**Run 1: power grid**

(6 px per µm) Pins as bars on the die edge. Tap cells in grey.
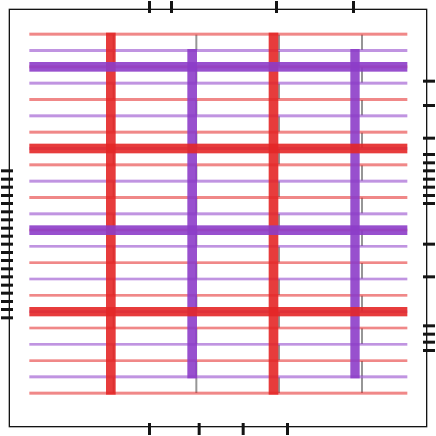
**Run 1: placed cells, one colour a class**

(6 px per µm) Fill, decap, tap and diode cells in grey.
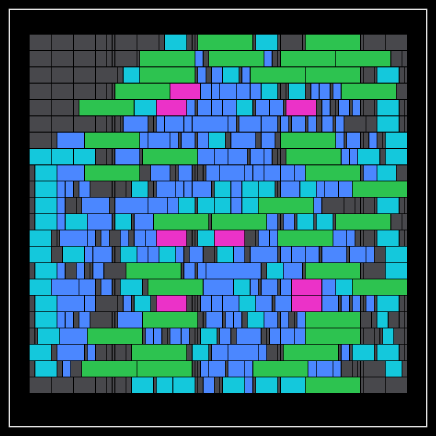
**Run 1: routed clock nets over the placement**

(6 px per µm)
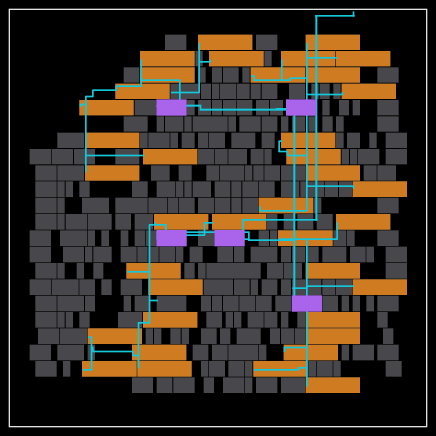
**Run 1: wiring by layer**

(6 px per µm)
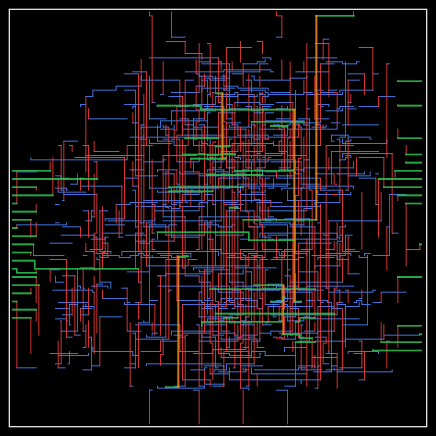
## src/rtl/pixel_frame_loader_if.sv

```systemverilog
// Pixel stream, image-memory write port and median-stage control for pixel_frame_loader.
// The loader uses the slave modport; the producer/consumer side uses master.
interface pixel_frame_loader_if;
  logic       pixValid;
  logic       pixSof;
  logic [7:0] pixData;
  logic       pixReady;
  logic [7:0] binLevel;
  logic       filterDone;
  logic       writeMem;
  logic [7:0] xAddressIn;
  logic [7:0] yAddressIn;
  logic       dataIn;
  logic       start;
  logic       busy;
  logic       frameErr;

  modport slave (
    input  pixValid, pixSof, pixData, binLevel, filterDone,
    output pixReady, writeMem, xAddressIn, yAddressIn, dataIn, start, busy, frameErr
  );

  modport master (
    output pixValid, pixSof, pixData, binLevel, filterDone,
    input  pixReady, writeMem, xAddressIn, yAddressIn, dataIn, start, busy, frameErr
  );
endinterface

```

## src/rtl/pixel_frame_loader.sv

```systemverilog
// Binarises a raster pixel stream into the 1-bit image memory, then launches the median
// pass with a start pulse and back-pressures the stream until the pass reports done.
module pixel_frame_loader #(
  parameter int unsigned IMG_WIDTH  = 160,
  parameter int unsigned IMG_HEIGHT = 120
) (
  input logic                  clk,
  input logic                  reset,
  pixel_frame_loader_if.slave  bus
);

  localparam logic [7:0] XLast = 8'(IMG_WIDTH - 1);
  localparam logic [7:0] YLast = 8'(IMG_HEIGHT - 1);

  typedef enum logic [1:0] {StIdle, StLoad, StStart, StWait} state_e;

  state_e     r_state;
  logic [7:0] r_x_cnt;
  logic [7:0] r_y_cnt;
  logic       r_write_mem;
  logic [7:0] r_x_addr;
  logic [7:0] r_y_addr;
  logic       r_data;
  logic       r_start;
  logic       r_frame_err;

  logic       w_ready;
  logic       w_accept;
  logic       w_write;
  logic [7:0] w_x_pos;
  logic [7:0] w_y_pos;
  logic       w_bin;
  logic       w_line_end;
  logic       w_frame_end;

  assign w_ready  = (r_state == StIdle) || (r_state == StLoad);
  assign w_accept = bus.pixValid && w_ready;
  // In IDLE only a start-of-frame pixel is stored; anything else is dropped.
  assign w_write  = w_accept && (bus.pixSof || (r_state == StLoad));

  // A start-of-frame pixel always lands at (0,0), also as resync inside a frame.
  assign w_x_pos     = bus.pixSof ? 8'd0 : r_x_cnt;
  assign w_y_pos     = bus.pixSof ? 8'd0 : r_y_cnt;
  assign w_bin       = bus.pixData >= bus.binLevel;
  assign w_line_end  = w_x_pos == XLast;
  assign w_frame_end = w_line_end && (w_y_pos == YLast);

  always_ff @(posedge clk or negedge reset) begin
    if (!reset) begin
      r_state     <= StIdle;
      r_x_cnt     <= 8'd0;
      r_y_cnt     <= 8'd0;
      r_write_mem <= 1'b0;
      r_x_addr    <= 8'd0;
      r_y_addr    <= 8'd0;
      r_data      <= 1'b0;
      r_start     <= 1'b0;
      r_frame_err <= 1'b0;
    end else begin
      r_write_mem <= 1'b0;
      r_start     <= 1'b0;
      r_frame_err <= 1'b0;
      case (r_state)
        StIdle, StLoad: begin
          if (w_write) begin
            r_write_mem <= 1'b1;
            r_x_addr    <= w_x_pos;
            r_y_addr    <= w_y_pos;
            r_data      <= w_bin;
            r_frame_err <= bus.pixSof && (r_state == StLoad);
            if (w_frame_end) begin
              r_x_cnt <= 8'd0;
              r_y_cnt <= 8'd0;
              r_state <= StStart;
            end else if (w_line_end) begin
              r_x_cnt <= 8'd0;
              r_y_cnt <= 8'(w_y_pos + 8'd1);
              r_state <= StLoad;
            end else begin
              r_x_cnt <= 8'(w_x_pos + 8'd1);
              r_y_cnt <= w_y_pos;
              r_state <= StLoad;
            end
          end
        end
        // The last write is on the bus during this state; start follows one cycle later.
        StStart: begin
          r_start <= 1'b1;
          r_state <= StWait;
        end
        StWait: begin
          if (bus.filterDone) begin
            r_state <= StIdle;
          end
        end
        default: r_state <= StIdle;
      endcase
    end
  end

  assign bus.pixReady   = w_ready;
  assign bus.busy       = r_state != StIdle;
  assign bus.writeMem   = r_write_mem;
  assign bus.xAddressIn = r_x_addr;
  assign bus.yAddressIn = r_y_addr;
  assign bus.dataIn     = r_data;
  assign bus.start      = r_start;
  assign bus.frameErr   = r_frame_err;

endmodule

```

## src/flat_wrapper.sv

```systemverilog
// flat-port wrapper written by rule: the top's interface ports become plain ports
module pixel_frame_loader_flat 
#(
  parameter int unsigned IMG_WIDTH  = 160,
  parameter int unsigned IMG_HEIGHT = 120
)
  (clk, reset, bus_pixValid, bus_pixSof, bus_pixData, bus_binLevel, bus_filterDone, bus_pixReady, bus_writeMem, bus_xAddressIn, bus_yAddressIn, bus_dataIn, bus_start, bus_busy, bus_frameErr);
  pixel_frame_loader_if bus_i ();
  input logic clk;
  input logic reset;
  input wire logic [$bits(bus_i.pixValid)-1:0] bus_pixValid;
  input wire logic [$bits(bus_i.pixSof)-1:0] bus_pixSof;
  input wire logic [$bits(bus_i.pixData)-1:0] bus_pixData;
  input wire logic [$bits(bus_i.binLevel)-1:0] bus_binLevel;
  input wire logic [$bits(bus_i.filterDone)-1:0] bus_filterDone;
  output wire logic [$bits(bus_i.pixReady)-1:0] bus_pixReady;
  output wire logic [$bits(bus_i.writeMem)-1:0] bus_writeMem;
  output wire logic [$bits(bus_i.xAddressIn)-1:0] bus_xAddressIn;
  output wire logic [$bits(bus_i.yAddressIn)-1:0] bus_yAddressIn;
  output wire logic [$bits(bus_i.dataIn)-1:0] bus_dataIn;
  output wire logic [$bits(bus_i.start)-1:0] bus_start;
  output wire logic [$bits(bus_i.busy)-1:0] bus_busy;
  output wire logic [$bits(bus_i.frameErr)-1:0] bus_frameErr;
  assign bus_i.pixValid = bus_pixValid;
  assign bus_i.pixSof = bus_pixSof;
  assign bus_i.pixData = bus_pixData;
  assign bus_i.binLevel = bus_binLevel;
  assign bus_i.filterDone = bus_filterDone;
  assign bus_pixReady = bus_i.pixReady;
  assign bus_writeMem = bus_i.writeMem;
  assign bus_xAddressIn = bus_i.xAddressIn;
  assign bus_yAddressIn = bus_i.yAddressIn;
  assign bus_dataIn = bus_i.dataIn;
  assign bus_start = bus_i.start;
  assign bus_busy = bus_i.busy;
  assign bus_frameErr = bus_i.frameErr;
  pixel_frame_loader #(.IMG_WIDTH(IMG_WIDTH), .IMG_HEIGHT(IMG_HEIGHT)) u_core (.clk(clk), .reset(reset), .bus(bus_i));
endmodule
```

## config.mk

```make
export PLATFORM = sky130hd
export DESIGN_NAME = pixel_frame_loader_flat
export DESIGN_NICKNAME = d
export VERILOG_FILES = /design/src/rtl/pixel_frame_loader_if.sv /design/src/rtl/pixel_frame_loader.sv /design/src/flat_wrapper.sv
export SDC_FILE = /design/constraint.sdc
export NUM_CORES = 1
export LEC_CHECK = 0
export ABC_CLOCK_PERIOD_IN_PS = 2020
export CORE_MARGIN = 3
export CORE_UTILIZATION = 51
export CTS_CLUSTER_DIAMETER = 50
export DETAILED_ROUTE_END_ITERATION = 10
export PLACE_DENSITY = 0.89
export REMOVE_ABC_BUFFERS = 1
export SETUP_SLACK_MARGIN = 0.15
export SLEW_MARGIN = 20
export SYNTH_ARGS = -nofsm -noshare
export SYNTH_HDL_FRONTEND = slang
export SYNTH_SLANG_ARGS = --single-unit
```

## constraint.sdc

```tcl
create_clock -name clk -period 2.02 [get_ports clk]
set_input_delay 0.404 -clock clk [delete_from_list [all_inputs] [get_ports clk]]
set_output_delay 0.404 -clock clk [all_outputs]
set_load 0.02 [all_outputs]
```

==> results.toml, run 1 <==
# synthesis and place-and-route metrics
[run_status]
run_status = "complete, no violations"

[yosys]
yosys.area.top_type_share_pct = 46.5
ys.flops = 38
synth_simple_gate_area_share_pct = 25.3
synthesis.instances = 224
adder_share_pct = 6.12
edf_count = 0
synth_compound_gate_area_share_pct = 13.4
xor_share_pct = 0
yosys_warnings = 0
synthTopCellsByCount = "sky130_fd_sc_hd__nand2_1, sky130_fd_sc_hd__dfrtp_1, sky130_fd_sc_hd__inv_1, sky130_fd_sc_hd__o21ai_0, sky130_fd_sc_hd__ha_1"

[pwr]
leakage_nw = 1.35
vdd_drop_max_mv = 0.294
power.density_nw_per_um2 = 671

[timing]
worstMarginPinSlew_ns = 0.475
final_min_period_over_clock_period_pct = 90.8
setup_total_negative_slack_ns = 0
hold_viol_final = 0

[clocking]
cts.reportedPaths.clkPinSlew_ns = 0.07
clock_net_sink_count = 38
ctsRootBufferMaster = "sky130_fd_sc_hd__clkbuf_8"
tritoncts = "done"
post_cts_resized = 10
cts_max_level = 2
ctsHoldBuffers = 0

[global_route]
maximum_number_of_pins_on_one_net_before_global_route_repair = 39
wire_length_of_the_first_global_routing_pass_um = 8350

[detailed_routing]
dr.pass1.iters = 4
via_per_inst = 5.67
drc_violation_total_after_the_first_tritonroute_iteration = 200

[final_layout]
numSequentialCells = 38
layout.clock.cell_area_share_pct = 3.83
register_share_of_the_cell_area_pct = 33.1
top_area_cell_class = "logic gates"
logic_gate_count = 157

[setup_path]
cp.required_ns = 2.22
cpMaxStageDelayCell = "sky130_fd_sc_hd__or4b_1"
worst_setup_path_end_kind = "register"
critical_path.startpoint = "u_core.r_x_cnt[1]"

[place]
preCtsSetupSlack_ns = -0.472
numPortBuffers = 42
postPlaceCellArea_um2 = 2700

[min_path]
min_path_type = "in2async"

[flow_run]
drv.max_cap_violation_count = 0

[floorplan]
fp-utilization_pct = 54.2
About 'power grid':
[VDD] purple
[VSS] red
met4 straps: 4
met1 rails: 23
tap cells: 48

About 'placed cells, one colour a class':
[other buffers and delay cells] cyan | cells: 75
[all other logic] blue | cells: 176
[clock drivers and dummy loads] magenta | cells: 8
[flops] green | cells: 38
post-layout util: 76.2%
Rows: 22
area of the core: 3770 µm²
post-route design area: 2870 µm²

About 'routed clock nets over the placement':
[cells driving clock nets] purple | count: 5
[clock wires] cyan | length: 416 µm
[flip-flops] orange | count: 38
routed clock nets: 6
clock group share of total power: 30.8%
Clock net power: 594 µW
worst clock skew: 0.00381 ns
clock insertion delay at the later pin of the skew report: 0.29 ns

About 'wiring by layer':
[met3] green | wire length: 379 µm
[met1] blue | wire length: 2050 µm
[met4] orange | wire length: 107 µm
[met2] red | wire length: 2480 µm
drt wl/cell: 14.5 µm
overall global routing resource usage: 21.1%
number of vias in the routed layout: 1955
wire length after detailed routing: 5010 µm

run 1: state kept, by name, summed over array words and instances (netlist names), 2 cells and up:
name                   flops
u_core.bus.yAddressIn      8
u_core.bus.xAddressIn      8
u_core.r_x_cnt             8
u_core.r_y_cnt             8
u_core.r_state             2
run 1: power breakdown:
| part | switching [mW] | total (mW) | leakage, nW | internal, mW |
|---|---|---|---|---|
| registers | 0.0685 | 0.896 | 0.511 | 0.828 |
| clock network | 0.249 | 0.594 | 0.0575 | 0.344 |
| logic | 0.216 | 0.439 | 0.781 | 0.223 |
run 1: layer usage:
layer  routed length (µm)  global-route usage [%]  vias up  share of wire (%)
li1                     -                       -      928                  -
met1                 2050                    25.8      930                 41
met2                 2480                    35.3       86                 49
met3                  378                    5.65       11                7.5
met4                  106                    8.68        0                2.1
met5                    0                       0        -                  0
--- run 2 (diff from run 1) ---
Settings changed: CORE_UTILIZATION 51 to 45, CTS_CLUSTER_DIAMETER 50 to default, PLACE_DENSITY 0.89 to 0.81.
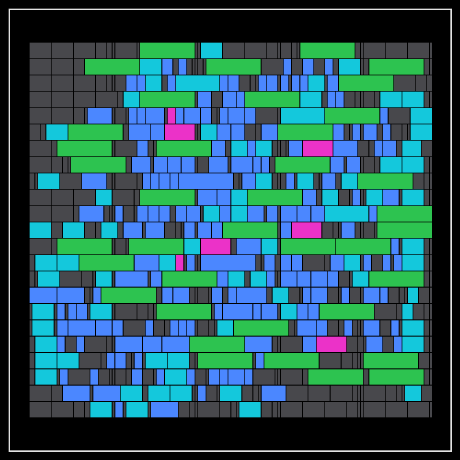
**Above:** run 2 (placed cells, one colour a class).
(6 px per µm) Fill, decap, tap and diode cells in grey.
[all other logic] blue | cells: 176
[other buffers and delay cells] cyan | cells: 73
[clock drivers and dummy loads] magenta | cells: 7
[flops] green | cells: 38
area of the core: 4200 µm²
Rows: 23
post-route design area: 2860 µm²
register share of the cell area: 33.3%

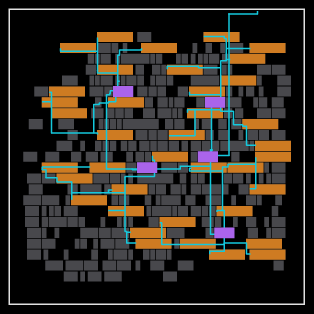
**Above:** run 2 (routed clock nets over the placement).
(4 px per µm)
[flip-flops] orange | count: 38
[clock wires] cyan | length: 489 µm
[cells driving clock nets] purple | count: 5
flops lie: all over the die
routed clock nets: 6

==> run 2 against run 1 <==
  * Total power shrank 5.3%
  * Sequential share of layout area grew 0.17 points
  * Core utilization shrank 8.2 points
  * Wire length shrank 1.6%
  * Via count shrank 4.6%
  * Count of clock-buffer cells in the layout shrank 1
==> results.toml, run 2 <==
# synthesis and place-and-route metrics
[run_status]
run_status = "complete, no violations"

[yosys]
yosys.area.top_type_share_pct = 46.5
synth_simple_gate_area_share_pct = 25.3
synthTopCellsByCount = "sky130_fd_sc_hd__nand2_1, sky130_fd_sc_hd__dfrtp_1, sky130_fd_sc_hd__inv_1, sky130_fd_sc_hd__o21ai_0, sky130_fd_sc_hd__ha_1"
synth_compound_gate_area_share_pct = 13.4
synthesis.instances = 224
yosys_warnings = 0
edf_count = 0
adder_share_pct = 6.12

[pwr]
pwr-share-comb_pct = 23.7
p_clk_uw = 494
power_switching_uw = 539
vdd_drop_max_mv = 0.370
leakage_nw = 1.31
power.group.top = "registers"
power_report.internal_total_mw = 1.29
power.density_nw_per_um2 = 639
share_seq_of_total_power_pct = 49.3

[clocking]
ctsHoldBuffers = 0
tritoncts = "done"
ctsRootBufferMaster = "sky130_fd_sc_hd__clkbuf_8"
cts.reportedPaths.clkPinSlew_ns = 0.07
post_cts_resized = 5

[timing]
final_min_period_over_clock_period_pct = 88.0

[floorplan]
fp-utilization_pct = 48.7

[min_path]
min_path_type = "in2async"

[detailed_routing]
route.final.wire_length_um = 4930
via_per_inst = 5.42
drc_violation_total_after_the_first_tritonroute_iteration = 192

[global_route]
groute.usage.overall_pct = 19.6
maximum_number_of_pins_on_one_net_before_global_route_repair = 39
wire_length_of_the_first_global_routing_pass_um = 8200

[flow_run]
drv.max_cap_violation_count = 0

[setup_path]
cpMaxStageDelayCell = "sky130_fd_sc_hd__clkdlybuf4s50_1"
critical_path.startpoint = "u_core.r_state[1]"
cp.required_ns = 1.62

[place]
numPortBuffers = 42

[final_layout]
final_core_utilization_pct = 68.0
-- run 2: cell counts after synthesis --
Identical to the previous run, type by type.
-- run 2: kinds of logic (layout without fill, tap and decap cells) --
kind of cell	after synthesis	in the layout
AND-OR/OR-AND	46	46
multiplexers	5	5
adder cells (fa/ha/maj)	10	10
flip-flops	38	38
AND/OR/NAND/NOR	96	96
buffers and inverters	29	99
-- run 2: metal layers --
metal  global-route usage, %  up-vias  part of all wire, %
li1                        -      921                    -
met1                    25.5      876                   45
met3                    4.10        7                  5.5
met5                       0        -                    0
met4                    6.64        0                  1.3
met2                    32.5       61                   48
-- run 2: layout make-up --
type,count,share of cell area [%]
Sequential cell,38,33.3
Clock buffer,7,2.67
Tap cell,50,2.19
Inverter,19,2.49
Timing Repair Buffer,73,23.8
Multi-Input combinational cell,157,35.6
--- run 3 (diff from run 2) ---
Settings changed: ABC_CLOCK_PERIOD_IN_PS 2020 to 2260.
Clock period 2.02 ns to 2.26 ns, I/O delays scaled along.
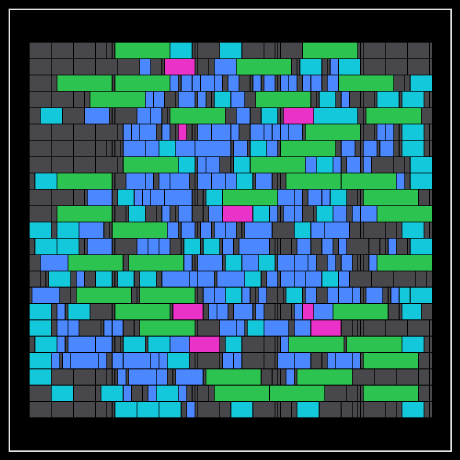
**Above:** run 3 (placed cells, one colour a class).
(6 px per µm) Fill, decap, tap and diode cells in grey.
[flops] green | cells: 38
[all other logic] blue | cells: 176
[clock drivers and dummy loads] magenta | cells: 8
[other buffers and delay cells] cyan | cells: 72

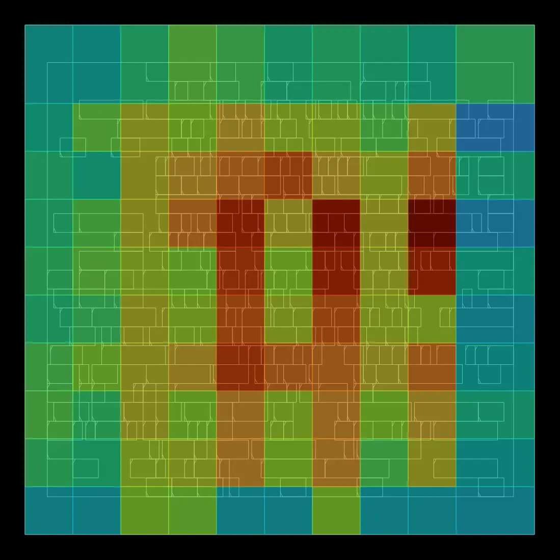
**Above:** run 3 (congestion heat map).
global routing met1 resource utilization: 25.8%
GR Layer Usage met3: 4.24%
met2 global-route usage: 32.8%

==> run 3 against run 2 <==
  * Flip-flop count stayed put
  * Via count is 0.48% higher
  * Total power fell by 9.7%
  * Wire length shrank 2.6%
  * First-iteration DRC count shrank 12%
  * Synthesized cell count is the same
  * Critical path type unchanged
  * Critical endpoint is now bus_busy
  * Largest power group unchanged
==> results.toml, run 3 <==
# synthesis and place-and-route metrics
[flow_run]
drv.max_cap_violation_count = 0

[floorplan]
top_level_ports = 43
std_cell_rows = 23

[pwr]
power_report.internal_total_mw = 1.17
vdd_drop_max_mv = 0.318
pwr-share-comb_pct = 22.2
power.group.top = "registers"
design_power_mw = 1.65
share_seq_of_total_power_pct = 48.5
power.density_nw_per_um2 = 587

[global_route]
wire_length_of_the_first_global_routing_pass_um = 8420
maximum_number_of_pins_on_one_net_before_global_route_repair = 39
groute.usage.overall_pct = 20.1
busiest_layer = "met2"

[setup_path]
critical_path.startpoint = "u_core.r_state[1]"
cp.required_ns = 1.81

[detailed_routing]
wirelength_met1_um = 2170
via_per_inst = 5.45
top_layer = "met4"
drc_violation_total_after_the_first_tritonroute_iteration = 169

[yosys]
synth_simple_gate_area_share_pct = 25.3
adder_share_pct = 6.12
synthesis.instances = 224
yosys_warnings = 0
ys.flops = 38
synthTopCellsByCount = "sky130_fd_sc_hd__nand2_1, sky130_fd_sc_hd__dfrtp_1, sky130_fd_sc_hd__inv_1, sky130_fd_sc_hd__o21ai_0, sky130_fd_sc_hd__ha_1"
yosys.area.top_type_share_pct = 46.5

[place]
postPlaceCellArea_um2 = 2710
numPortBuffers = 42

[timing]
final_min_period_over_clock_period_pct = 87.9

[clocking]
ctsRootBufferMaster = "sky130_fd_sc_hd__clkbuf_8"
ctsHoldBuffers = 0
tritoncts = "done"

[run_status]
run_status = "complete, no violations"

[min_path]
min_path_type = "in2async"
## run 3: through the flow
stage	utilization, %	instances	TNS (ns)	hold slack (ns)
3_5_place_dp	64.5	336	-2.81	0.469
6_report	66.9	344	0	0.248
4_1_cts	66.9	344	0	0.282
3_3_place_gp	64.5	336	-1.46	0.459
2_1_floorplan	-	214	0	0.156
5_1_grt	66.9	344	0	0.304
## run 3: timing repair
item / CTS / global route
buffers inserted: 0 / 0
gates resized: 3 / 0
endpoints found under the setup margin: 9 / 0
## run 3: layout make-up
cell class                 instances  share of cell area, %
inverter                          19                   2.54
tap                               50                   2.23
timing repair buffer              72                   23.2
clock buffer                       7                   3.07
multi-input combinational        157                   35.0
clock inverter                     1                  0.178
sequential                        38                   33.8
Power figures rest on the tool's default switching activity, not on a simulated workload.
